## config.mk

```make
export PLATFORM = sky130hd
export DESIGN_NAME = z80_bus_cycle
export DESIGN_NICKNAME = d
export VERILOG_FILES = /design/src/rtl/z80_bus_pkg.sv /design/src/rtl/z80_wait_ctr.sv /design/src/rtl/z80_bus_cycle.sv
export SDC_FILE = /design/constraint.sdc
export NUM_CORES = 1
export LEC_CHECK = 0
export CAP_MARGIN = 20
export CELL_PAD_IN_SITES_DETAIL_PLACEMENT = 1
export CELL_PAD_IN_SITES_GLOBAL_PLACEMENT = 1
export CORE_MARGIN = 3
export CORE_UTILIZATION = 34
export DETAILED_ROUTE_END_ITERATION = 8
export HOLD_SLACK_MARGIN = 0.06
export MAX_ROUTING_LAYER = met4
export PLACE_DENSITY_LB_ADDON = 0.1
export SYNTH_ARGS = -nofsm -noshare
export SYNTH_HDL_FRONTEND = slang
export SYNTH_HIERARCHICAL = 1
export SYNTH_SLANG_ARGS = --single-unit
```

## constraint.sdc

```tcl
create_clock -name clk -period 2.05 [get_ports clk]
set_clock_uncertainty 0.05 [all_clocks]
set_input_delay 0.41 -clock clk [delete_from_list [all_inputs] [get_ports clk]]
set_output_delay 0.41 -clock clk [all_outputs]
set_load 0.05 [all_outputs]
```

## src/rtl/z80_bus_pkg.sv

```systemverilog
// Shared types and helpers for the Z80-style bus-cycle engine.
package z80_bus_pkg;

    localparam int unsigned WaitW = 3;

    typedef enum logic [2:0] {
        KindMemRd = 3'd0,
        KindMemWr = 3'd1,
        KindIoRd  = 3'd2,
        KindIoWr  = 3'd3,
        KindFetch = 3'd4
    } bus_kind_t;

    typedef enum logic [2:0] {
        StIdle,
        StT1,
        StT2,
        StTw,
        StT3,
        StT4
    } tstate_t;

    typedef struct packed {
        logic n_mreq;
        logic n_iorq;
        logic n_rd;
        logic n_wr;
        logic n_m1;
        logic n_rfsh;
    } strobes_t;

    localparam strobes_t StrobesOff = strobes_t'(6'h3f);

    function automatic logic is_io(bus_kind_t k);
        return (k == KindIoRd) || (k == KindIoWr);
    endfunction

    function automatic logic is_write(bus_kind_t k);
        return (k == KindMemWr) || (k == KindIoWr);
    endfunction

    function automatic logic is_legal(logic [2:0] k);
        return k <= 3'd4;
    endfunction

    // Request/direction strobes of the access part of a cycle; nM1 and nRFSH stay high.
    function automatic strobes_t access_strobes(bus_kind_t k);
        strobes_t s;
        s        = StrobesOff;
        s.n_mreq = is_io(k);
        s.n_iorq = !is_io(k);
        s.n_rd   = is_write(k);
        s.n_wr   = !is_write(k);
        return s;
    endfunction

endpackage

```

## src/rtl/z80_wait_ctr.sv

```systemverilog
// Mandatory wait-state counter; combines the remaining count with nWAIT into stay_in_tw.
module z80_wait_ctr
    import z80_bus_pkg::*;
(
    input  logic             clk,
    input  logic             reset,
    input  logic             load,
    input  logic [WaitW-1:0] load_val,
    input  logic             count_en,
    input  logic             nWAIT,
    output logic             stay_in_tw
);

    logic [WaitW-1:0] cnt_q;

    always_ff @(posedge clk) begin
        if (reset) begin
            cnt_q <= '0;
        end else if (load) begin
            cnt_q <= load_val;
        end else if (count_en && (cnt_q != '0)) begin
            cnt_q <= cnt_q - 1'b1;
        end
    end

    // Mandatory waits take priority; nWAIT only matters once the count is exhausted.
    assign stay_in_tw = (cnt_q != '0) || !nWAIT;

endmodule

```

## src/rtl/z80_bus_cycle.sv

```systemverilog
// Bus-cycle engine: turns sequencer requests into Z80-style T-state sequences on registered pins.
module z80_bus_cycle
    import z80_bus_pkg::*;
#(
    parameter int unsigned ADDR_W     = 16,
    parameter int unsigned DATA_W     = 8,
    parameter int unsigned MEM_WAIT   = 0,
    parameter int unsigned IO_WAIT    = 1,
    parameter int unsigned REFRESH_EN = 1
) (
    input  logic              clk,
    input  logic              reset,
    input  logic              req,
    input  logic [2:0]        kind,
    input  logic [ADDR_W-1:0] req_addr,
    input  logic [DATA_W-1:0] req_wdata,
    input  logic [ADDR_W-1:0] rfsh_addr,
    output logic              ready,
    output logic              done,
    output logic [DATA_W-1:0] rdata,
    input  logic              nWAIT,
    input  logic [DATA_W-1:0] READ_D,
    output logic [ADDR_W-1:0] A,
    output logic [DATA_W-1:0] WRITE_D,
    output logic              bus_oe,
    output logic              nMREQ,
    output logic              nIORQ,
    output logic              nRD,
    output logic              nWR,
    output logic              nM1,
    output logic              nRFSH
);

    if (MEM_WAIT + IO_WAIT > 7) begin : g_wait_range
        $error("MEM_WAIT + IO_WAIT must not exceed 7");
    end

    localparam logic [WaitW-1:0] MemWaitLd = WaitW'(MEM_WAIT);
    localparam logic [WaitW-1:0] IoWaitLd  = WaitW'(MEM_WAIT + IO_WAIT);
    localparam bit               RfshOn    = (REFRESH_EN != 0);

    tstate_t           state_q, state_d;
    bus_kind_t         kind_q, kind_d;
    logic [ADDR_W-1:0] addr_q, addr_d;
    logic [DATA_W-1:0] wdata_q, wdata_d;
    logic [DATA_W-1:0] rdata_q, rdata_d;
    logic              done_q, done_d;
    logic [ADDR_W-1:0] a_q, a_d;
    logic [DATA_W-1:0] wd_q, wd_d;
    logic              oe_q, oe_d;
    strobes_t          strb_q, strb_d;

    logic              last_t;
    logic              accept;
    logic              ctr_load;
    logic [WaitW-1:0]  ctr_load_val;
    logic              stay_in_tw;
    bus_kind_t         req_kind;
    logic              fetch_rfsh_d;

    assign req_kind = bus_kind_t'(kind);
    assign last_t   = ((state_q == StT3) && !((kind_q == KindFetch) && RfshOn)) ||
                      (state_q == StT4);
    assign ready    = (state_q == StIdle) || last_t;
    assign accept   = req && ready && is_legal(kind);

    assign ctr_load     = accept;
    assign ctr_load_val = is_io(req_kind) ? IoWaitLd : MemWaitLd;

    z80_wait_ctr u_wait_ctr (
        .clk        (clk),
        .reset      (reset),
        .load       (ctr_load),
        .load_val   (ctr_load_val),
        .count_en   ((state_q == StT2) || (state_q == StTw)),
        .nWAIT      (nWAIT),
        .stay_in_tw (stay_in_tw)
    );

    // Next T-state, latched request and read capture.
    always_comb begin
        state_d = state_q;
        kind_d  = kind_q;
        addr_d  = addr_q;
        wdata_d = wdata_q;
        rdata_d = rdata_q;
        done_d  = 1'b0;

        case (state_q)
            StIdle: ;
            StT1:   state_d = StT2;
            StT2, StTw: begin
                if (stay_in_tw) begin
                    state_d = StTw;
                end else begin
                    state_d = StT3;
                    if (kind_q == KindFetch) begin
                        rdata_d = READ_D;
                    end
                end
            end
            StT3: begin
                if ((kind_q == KindFetch) && RfshOn) begin
                    state_d = StT4;
                end else begin
                    state_d = StIdle;
                    done_d  = 1'b1;
                    if (!is_write(kind_q) && (kind_q != KindFetch)) begin
                        rdata_d = READ_D;
                    end
                end
            end
            StT4: begin
                state_d = StIdle;
                done_d  = 1'b1;
            end
            default: state_d = StIdle;
        endcase

        if (accept) begin
            state_d = StT1;
            kind_d  = req_kind;
            addr_d  = req_addr;
            wdata_d = req_wdata;
        end
    end

    assign fetch_rfsh_d = (kind_d == KindFetch) && RfshOn;

    // Pin values for the upcoming T-state, registered so the pins are glitch-free.
    always_comb begin
        strb_d = StrobesOff;
        a_d    = a_q;
        wd_d   = wd_q;
        oe_d   = 1'b0;

        case (state_d)
            StIdle: ;
            StT1: begin
                a_d        = addr_d;
                strb_d.n_m1 = (kind_d != KindFetch);
            end
            StT2, StTw: begin
                a_d         = addr_d;
                strb_d      = access_strobes(kind_d);
                strb_d.n_m1 = (kind_d != KindFetch);
            end
            StT3: begin
                if (fetch_rfsh_d) begin
                    a_d           = rfsh_addr;
                    strb_d.n_mreq = 1'b0;
                    strb_d.n_rfsh = 1'b0;
                end else begin
                    a_d    = addr_d;
                    strb_d = access_strobes(kind_d);
                end
            end
            StT4: begin
                a_d           = rfsh_addr;
                strb_d.n_rfsh = 1'b0;
            end
            default: ;
        endcase

        if ((state_d == StT1 || state_d == StT2 || state_d == StTw || state_d == StT3) &&
            is_write(kind_d)) begin
            wd_d = wdata_d;
            oe_d = 1'b1;
        end
    end

    always_ff @(posedge clk) begin
        if (reset) begin
            state_q <= StIdle;
            kind_q  <= KindMemRd;
            addr_q  <= '0;
            wdata_q <= '0;
            rdata_q <= '0;
            done_q  <= 1'b0;
            a_q     <= '0;
            wd_q    <= '0;
            oe_q    <= 1'b0;
            strb_q  <= StrobesOff;
        end else begin
            state_q <= state_d;
            kind_q  <= kind_d;
            addr_q  <= addr_d;
            wdata_q <= wdata_d;
            rdata_q <= rdata_d;
            done_q  <= done_d;
            a_q     <= a_d;
            wd_q    <= wd_d;
            oe_q    <= oe_d;
            strb_q  <= strb_d;
        end
    end

    assign done    = done_q;
    assign rdata   = rdata_q;
    assign A       = a_q;
    assign WRITE_D = wd_q;
    assign bus_oe  = oe_q;
    assign nMREQ   = strb_q.n_mreq;
    assign nIORQ   = strb_q.n_iorq;
    assign nRD     = strb_q.n_rd;
    assign nWR     = strb_q.n_wr;
    assign nM1     = strb_q.n_m1;
    assign nRFSH   = strb_q.n_rfsh;

endmodule

```

==> results.py, run 1 <==
# Physical implementation metrics
metrics = {
    "logic_synthesis": {
        "ys_ff": 73,
        "synth.avg_cell_area_um2": 9.62,
        "yosys-stat-area_um2": 2870,
        "synth-simple-area-share_pct": 14.8,
        "area_leaders": "dfxtp_1, mux2i_1, nor2_1",
        "synth_area_leader_cell": "dfxtp_1",
        "netlist_instances": 298,
        "logic_family": "AND-OR/OR-AND gates",
        "async_flop_share_pct": 0,
        "most_common_cell": "dfxtp_1",
        "ys_sh_adder_pct": 0.873,
        "yosys_warnings": 6,
        "common_cells": "dfxtp_1, nor2_1, nand2_1",
        "top_area_share_pct": 51.0,
        "xor_area_share_pct": 0,
        "synth.area.mux_share_pct": 9.25,
        "edf_count": 0,
        "flop_cell": "dfxtp_1",
        "aoi_share_pct": 18.7,
        "ys_cells": 298,
        "ys_types": 49,
        "synth_area_um2": 2870,
        "seq_area_frac_synth_pct": 51.0,
    },
    "route": {
        "wl_met3_um": 377,
        "wl_met1_um": 3940,
        "highest_layer": "met4",
        "wl_met2_um": 4030,
        "ant_nets": 0,
        "dr.pass1.iters": 4,
        "vias_per_cell": 4.92,
        "drc": 0,
        "wire_per_inst_um": 16.1,
        "drt_iter0_drc": 58,
    },
    "sta": {
        "relSlewSlack_pct": 62.4,
        "fin_ws_ps": 54.7,
        "finalSetupTns_ps": 0,
        "worstMarginPinSlew_ps": 562,
        "finalSetupViolations": 0,
        "final.min_clock_period_ps": 2000,
        "maxSlewViolCount": 0,
        "fmax_mhz": 501,
        "hold_violations": 0,
        "finalClockPeriodUsage_pct": 97.3,
    },
    "finish": {
        "nNetsFinal": 474,
        "stdcell_count": 524,
        "antenna_cells": 0,
        "final_util_pct": 55.4,
        "drive_above_1_share_pct": 15.4,
        "stdcell_area_um2": 4410,
        "area_delta_synth_final_pct": 54.0,
    },
    "worst_setup_path": {
        "required_ps": 2230,
        "r2r_setup_slack_ps": 50,
        "startpoint_type": "register",
        "end_kind": "register",
        "critical_path_buf_inv_count": 2,
        "arrival_ps": 2170,
        "crit_type": "reg2reg",
        "max_stage_delay_ps": 460,
        "crit_path_end": "A[3]$_SDFFE_PP0P_",
        "critPathTopFamily": "simple AND/OR/NAND/NOR gates",
        "crit_path_start": "state_q[0]$_SDFF_PP0_",
        "cp_num_cells": 7,
        "rr_worst_depth": 7,
        "worstReg2RegStart": "state_q[0]$_SDFF_PP0_",
        "cp_max_fo": 16,
        "path_cells": "buf_4, nor3b_1, nand2_1, o2111a_1, buf_12, a22oi_1, o21ai_0",
        "worstReg2RegEnd": "A[3]$_SDFFE_PP0P_",
        "worst_path_max_delay_cell": "nor3b_1",
    },
    "placement": {
        "hpwl_um": 6020,
        "place.gp.congestion": 0.830,
        "port_buffers": 95,
        "placedCellCount": 507,
        "pre_cts_ws_ps": -315,
        "dpl_cell_area_um2": 4120,
    },
    "clock_tree": {
        "htree_levels": 3,
        "clock_path_buffers": 2,
        "cts_tree": "built",
        "cts.sinks": 73,
        "post_cts_resized": 1,
        "hold_buffers": 0,
        "clkLatencyLatePin_ps": 350,
        "cts_setup_buffers": 0,
        "clk_pin_slew_worst_paths_ps": 80,
        "cts_root_buf": "clkbuf_8",
        "cts-buffers-inserted": 9,
    },
    "pwr": {
        "pwr-share-comb_pct": 20.1,
        "p_sw_uw": 992,
        "power_frac_seq_pct": 42.2,
        "leakage_uw": 0.00162,
        "vdd_ir_drop_max_mv": 0.377,
        "switching_share_pct": 27.0,
        "powerDensity_nw_per_um2": 831,
        "intPower_uw": 2680,
        "pwr-share-clk_pct": 37.7,
    },
    "global_routing": {
        "grt_util_all_layers_pct": 18.1,
        "gr-usage-met3_pct": 4.79,
        "grt_pass1_wl_um": 13600,
        "grt_pass1_vias": 2800,
        "antenna_found_initial": 0,
        "overflow": 0,
        "busiest_layer": "met2",
        "grt_max_degree": 22,
    },
    "run": {
        "log.warning_count": 27,
        "maxCapViolCount": 0,
    },
    "floorplanning": {
        "ios": 96,
        "core_area_um2": 7970,
        "die_h_um": 97.8,
        "fp_util_pct": 36.0,
        "chip_area_um2": 9570,
        "num_rows": 32,
        "die_w_um": 97.8,
    },
    "worst_hold_path": {
        "hold_path.class": "in2reg",
        "min-delay-start": "reset",
        "min_to": "nMREQ$_SDFF_PP1_",
        "hold_depth": 3,
    },
    "run_status": {
        "status": "complete, no violations",
    },
}
## run 1: kinds of logic (layout without fill, tap and decap cells)
group                    Yosys count  after routing
AND-OR/OR-AND                     78             78
adder cells (fa/ha/maj)            2              2
buffers and inverters             32            155
flip-flops                        73             73
multiplexers                      26             26
other                              1              2
AND/OR/NAND/NOR                   86             86
## run 1: flip-flops by register name (all words and copies together) (netlist names)
signal            cells
state_q               3
nIORQ                 1
bus_oe                1
addr_q               16
u_wait_ctr/cnt_q      3
done                  1
WRITE_D               8
nMREQ                 1
wdata_q               8
nRD                   1
nM1                   1
kind_q                3
nWR                   1
rdata                 8
nRFSH                 1
A                    16
## run 1: stage by stage
| stage | hold slack, ps | total power (uW) |
|---|---|---|
| floorplan | 387 | 1970 |
| finish | 387 | 3670 |
| global placement | 392 | 2300 |
| detailed placement | 401 | 2310 |
| global route | 396 | 3820 |
| CTS | 378 | 3700 |
## run 1: placed cells by master, fill, tap and decap left out, types with 3 or more instances in the layout
cell,n
a211oi_1,7
a21oi_1,15
a22oi_1,16
buf_12,5
buf_4,26
bufinv_16,3
clkbuf_8,10
clkdlybuf4s50_1,92
dfxtp_1,72
inv_1,13
mux2i_1,25
nand2_1,27
nand3b_1,4
nor2_1,33
nor2b_1,4
nor3_1,3
o21ai_0,16
o32ai_1,8
## run 1: power by group through the flow
stage,Clock [uW],Combinational (uW),Sequential [uW]
after floorplan,0,261,1710
after global placement,0,721,1580
after detailed placement,0,730,1580
after CTS,1420,734,1550
after global routing,1480,788,1560
final,1380,736,1550
## run 1: cell type report
class                   instances  area [um^2]
fillers                       895         3550
flip-flops and latches         73         1460
multi-input cells             194         1290
repair buffers                125         1230
clock buffers                  11          141
well taps                     102          128
clock inverters                 5          103
inverters                      14         57.6
==> run_1/met1.png <==
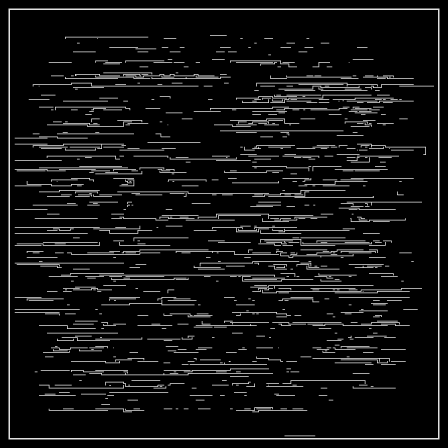
nets with wire on the layer = 435
wire length on this layer = 3940 um
main direction = horizontal
longest straight run = 40.0 um
share of all routed wire = 47%
via count: 2578
Routed WL: 8440 um
met1 Usage GRT: 22.5%

==> run_1/met2.png <==
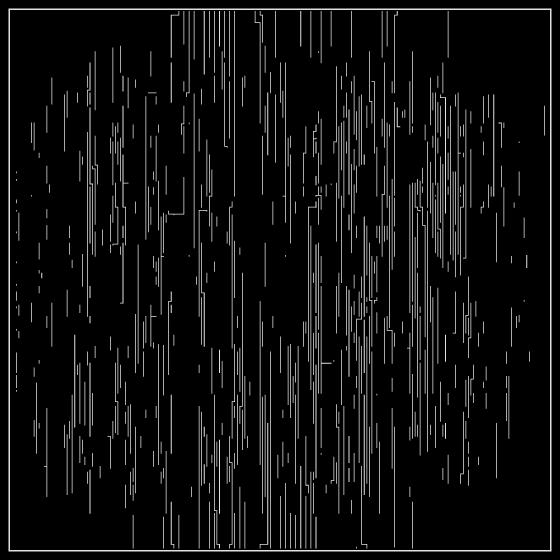
nets with wire on the layer = 422
share of all routed wire = 48%
GR met2 Demand/Resource: 28.7%

==> run_1/met3.png <==
Scale bar: 20 um.
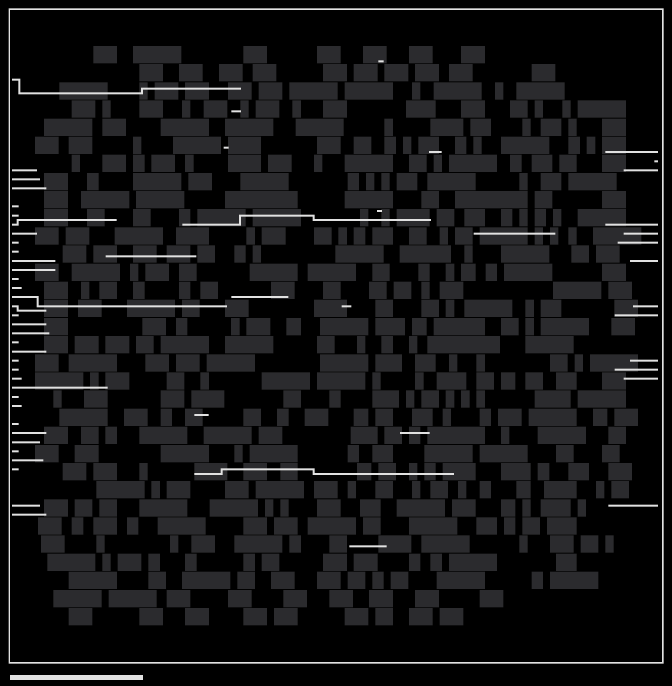
share of all routed wire = 4.5%
main direction = horizontal

## Run 2: what changed since run 1
--- a/config.mk
+++ b/config.mk
@@ -5,11 +5,12 @@
 export SDC_FILE = /design/constraint.sdc
 export NUM_CORES = 1
 export LEC_CHECK = 0
+export ABC_AREA = 1
 export CAP_MARGIN = 20
 export CELL_PAD_IN_SITES_DETAIL_PLACEMENT = 1
 export CELL_PAD_IN_SITES_GLOBAL_PLACEMENT = 1
 export CORE_MARGIN = 3
-export CORE_UTILIZATION = 34
+export CORE_UTILIZATION = 33
 export DETAILED_ROUTE_END_ITERATION = 8
 export HOLD_SLACK_MARGIN = 0.06
 export MAX_ROUTING_LAYER = met4
==> run_2/met2.png <==
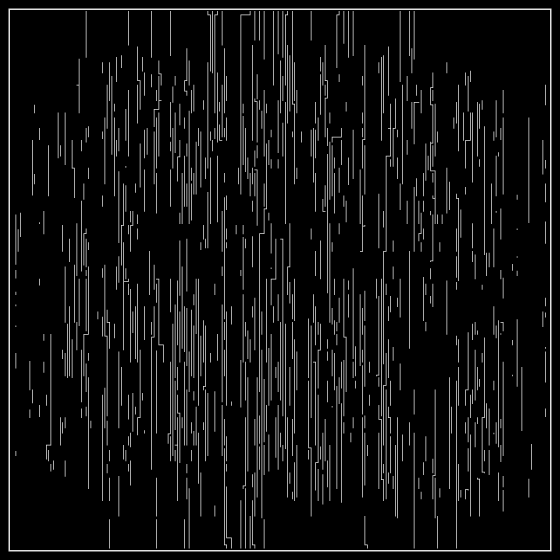
main direction = vertical
wire length on this layer = 4960 um
share of all routed wire = 49%
nets with wire on the layer = 543
longest straight run = 35.2 um

==> results.py, run 2 <==
# Physical implementation metrics
metrics = {
    "run_status": {
        "status": "complete, no violations",
    },
    "finish": {
        "drive_above_1_share_pct": 18.8,
        "lay_top_cells": "nor2_1, clkdlybuf4s50_1, nand2_1",
        "final_util_pct": 52.8,
        "stdcell_area_um2": 5000,
        "antenna_cells": 0,
        "stdcell_count": 725,
        "nNetsFinal": 648,
    },
    "placement": {
        "pre_cts_ws_ps": -471,
        "place.gp.congestion": 0.773,
        "dpl_cell_area_um2": 4650,
        "hpwl_um": 7270,
        "placedCellCount": 702,
    },
    "clock_tree": {
        "cts-buffers-inserted": 9,
        "hold_buffers": 0,
        "clock_path_buffers": 2,
        "cts_root_buf": "clkbuf_8",
        "htree_levels": 3,
        "clk_pin_slew_worst_paths_ps": 80,
        "clkLatencyLatePin_ps": 350,
    },
    "floorplanning": {
        "core_area_um2": 9460,
        "chip_area_um2": 11200,
        "die_w_um": 106,
        "ios": 96,
        "num_rows": 35,
        "fp_util_pct": 34.9,
        "die_h_um": 106,
    },
    "route": {
        "ant_nets": 0,
        "vias_per_cell": 4.48,
        "vias": 3245,
        "drt_iter0_drc": 79,
        "highest_layer": "met4",
        "wl_met3_um": 449,
        "wl_met2_um": 4960,
        "drc": 0,
        "wl_met1_um": 4580,
        "dr.pass1.iters": 4,
        "wire_per_inst_um": 13.9,
        "routed_wl_um": 10100,
    },
    "pwr": {
        "p_total_uw": 4350,
        "leakage_uw": 0.00228,
        "power-top-group": "registers",
        "pwr-share-clk_pct": 26.1,
        "pwr-share-comb_pct": 36.0,
        "p_comb_uw": 1570,
        "powerDensity_nw_per_um2": 871,
        "pg_clk_uw": 1130,
        "vdd_ir_drop_max_mv": 0.352,
        "switching_share_pct": 35.8,
        "power_frac_seq_pct": 38.0,
        "intPower_uw": 2790,
        "p_seq_uw": 1650,
    },
    "logic_synthesis": {
        "ys_ff": 73,
        "edf_count": 0,
        "area_leaders": "dfxtp_1, nor2_1, nand2_1",
        "most_common_cell": "nor2_1",
        "netlist_instances": 462,
        "seq_area_frac_synth_pct": 44.3,
        "yosys_warnings": 6,
        "yosys-stat-area_um2": 3300,
        "common_cells": "nor2_1, nand2_1, dfxtp_1",
        "synth_area_leader_cell": "dfxtp_1",
        "ys_cells": 462,
        "async_flop_share_pct": 0,
        "ys_types": 31,
        "synth.avg_cell_area_um2": 7.15,
        "synth_area_um2": 3300,
        "flop_cell": "dfxtp_1",
    },
    "worst_hold_path": {
        "hold_path.class": "in2reg",
        "hold_depth": 3,
        "min_to": "kind_q[0]$_SDFF_PP0_",
    },
    "run": {
        "maxCapViolCount": 0,
    },
    "worst_setup_path": {
        "rr_worst_depth": 12,
        "worstReg2RegEnd": "WRITE_D[3]$_SDFFE_PP0P_",
        "crit_path_start": "rdata[2]$_SDFFE_PP0P_",
        "startpoint_type": "register",
        "cp_num_cells": 1,
        "path_cells": "clkdlybuf4s50_1",
        "r2r_setup_slack_ps": 80,
        "crit_type": "reg2out",
        "crit_path_end": "rdata[2]",
        "critPathTopFamily": "buffers and inverters",
        "cp_max_fo": 2,
        "critical_path_buf_inv_count": 1,
        "max_stage_delay_ps": 830,
        "end_kind": "output port",
        "worst_path_max_delay_cell": "clkdlybuf4s50_1",
    },
    "sta": {
        "maxSlewViolCount": 0,
        "finalSetupTns_ps": 0,
        "relSlewSlack_pct": 65.0,
        "timing.hold.ws_ps": 438,
        "final.min_clock_period_ps": 1990,
        "finalSetupViolations": 0,
        "fmax_mhz": 503,
        "hold_violations": 0,
        "finalClockPeriodUsage_pct": 97.0,
    },
    "global_routing": {
        "overflow": 0,
        "grt_pass1_wl_um": 16200,
        "grt_max_degree": 33,
        "grt_util_all_layers_pct": 18.1,
        "antenna_found_initial": 0,
    },
}
==> run_2/final_congestion.png <==
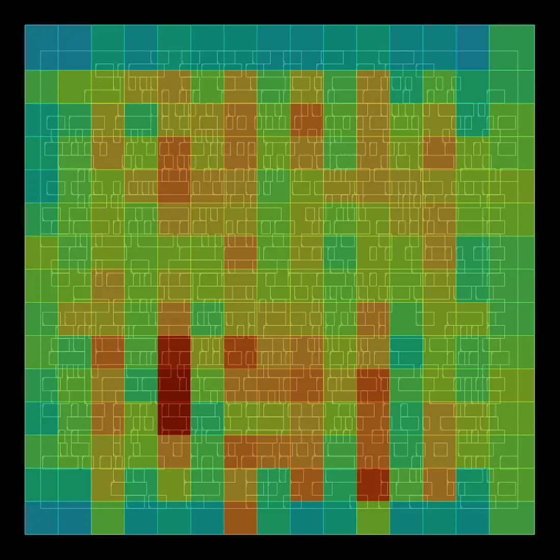
met3 usage: 4.55%
met1 Usage GRT: 22.6%

-- run 2: cell types whose count changed after synthesis, sizes merged, moves of 4 or more --
cell    before  now
a22oi       16    0
nor2b        4    0
nand2       27   97
o21ai       20   35
nor2        34  108
mux2i       25    8
inv         14   64
o32ai        8    0
nand3        1   38
a21boi       1    5
a211oi       8    0
a21oi       15    6
-- run 2: per-layer routing --
layer | vias to the layer above | track usage (%)
li1 | 1661 | -
met1 | 1508 | 22.6
met2 | 66 | 29.4
met3 | 10 | 4.55
met4 | 0 | 4.63
met5 | - | -
-- run 2: what timing repair did --
| action | 4_1_cts | 5_1_grt |
|---|---|---|
| setup buffers | 0 | 6 |
| cloned | 0 | 2 |
| endpoints found under the setup margin | 16 | 21 |
| resized | 6 | 21 |
| pin swaps | 1 | 10 |
-- run 2: cell families (layout without fill, tap and decap cells) --
kind of cell / count (synthesis) / count (layout) / share of synthesized area (%)
mux: 8 / 8 / 2.43
fa+ha+maj: 2 / 2 / 0.758
compound gates: 47 / 47 / 8.45
buf+inv: 84 / 217 / 10.5
other cells: 1 / 2 / 0.114
flops: 73 / 73 / 44.3
simple gates: 247 / 247 / 33.5
-- run 2: cell type report --
type	instances	area [um^2]	share of cell area (%)
clock inverters	3	40.0	0.801
repair buffers	137	1380	27.7
inverters	64	244	4.88
flip-flops and latches	73	1470	29.4
clock buffers	13	149	2.98
multi-input cells	306	1550	31.0
well taps	129	161	3.23
-- run 2: worst register-to-register path, stage by stage (launching register included) --
cell       delay (ps)
dfxtp_1           360
nor2_2            150
nand2_1           140
nor2_4            220
a21oi_2            70
nand2_2            80
nand2_2            60
nand2_2            80
nand2_2            60
a21oi_4           280
clkbuf_16         230
nor2_2             40
nor2_1             90
No activity file was given, so power comes from the tool's default toggle rates.
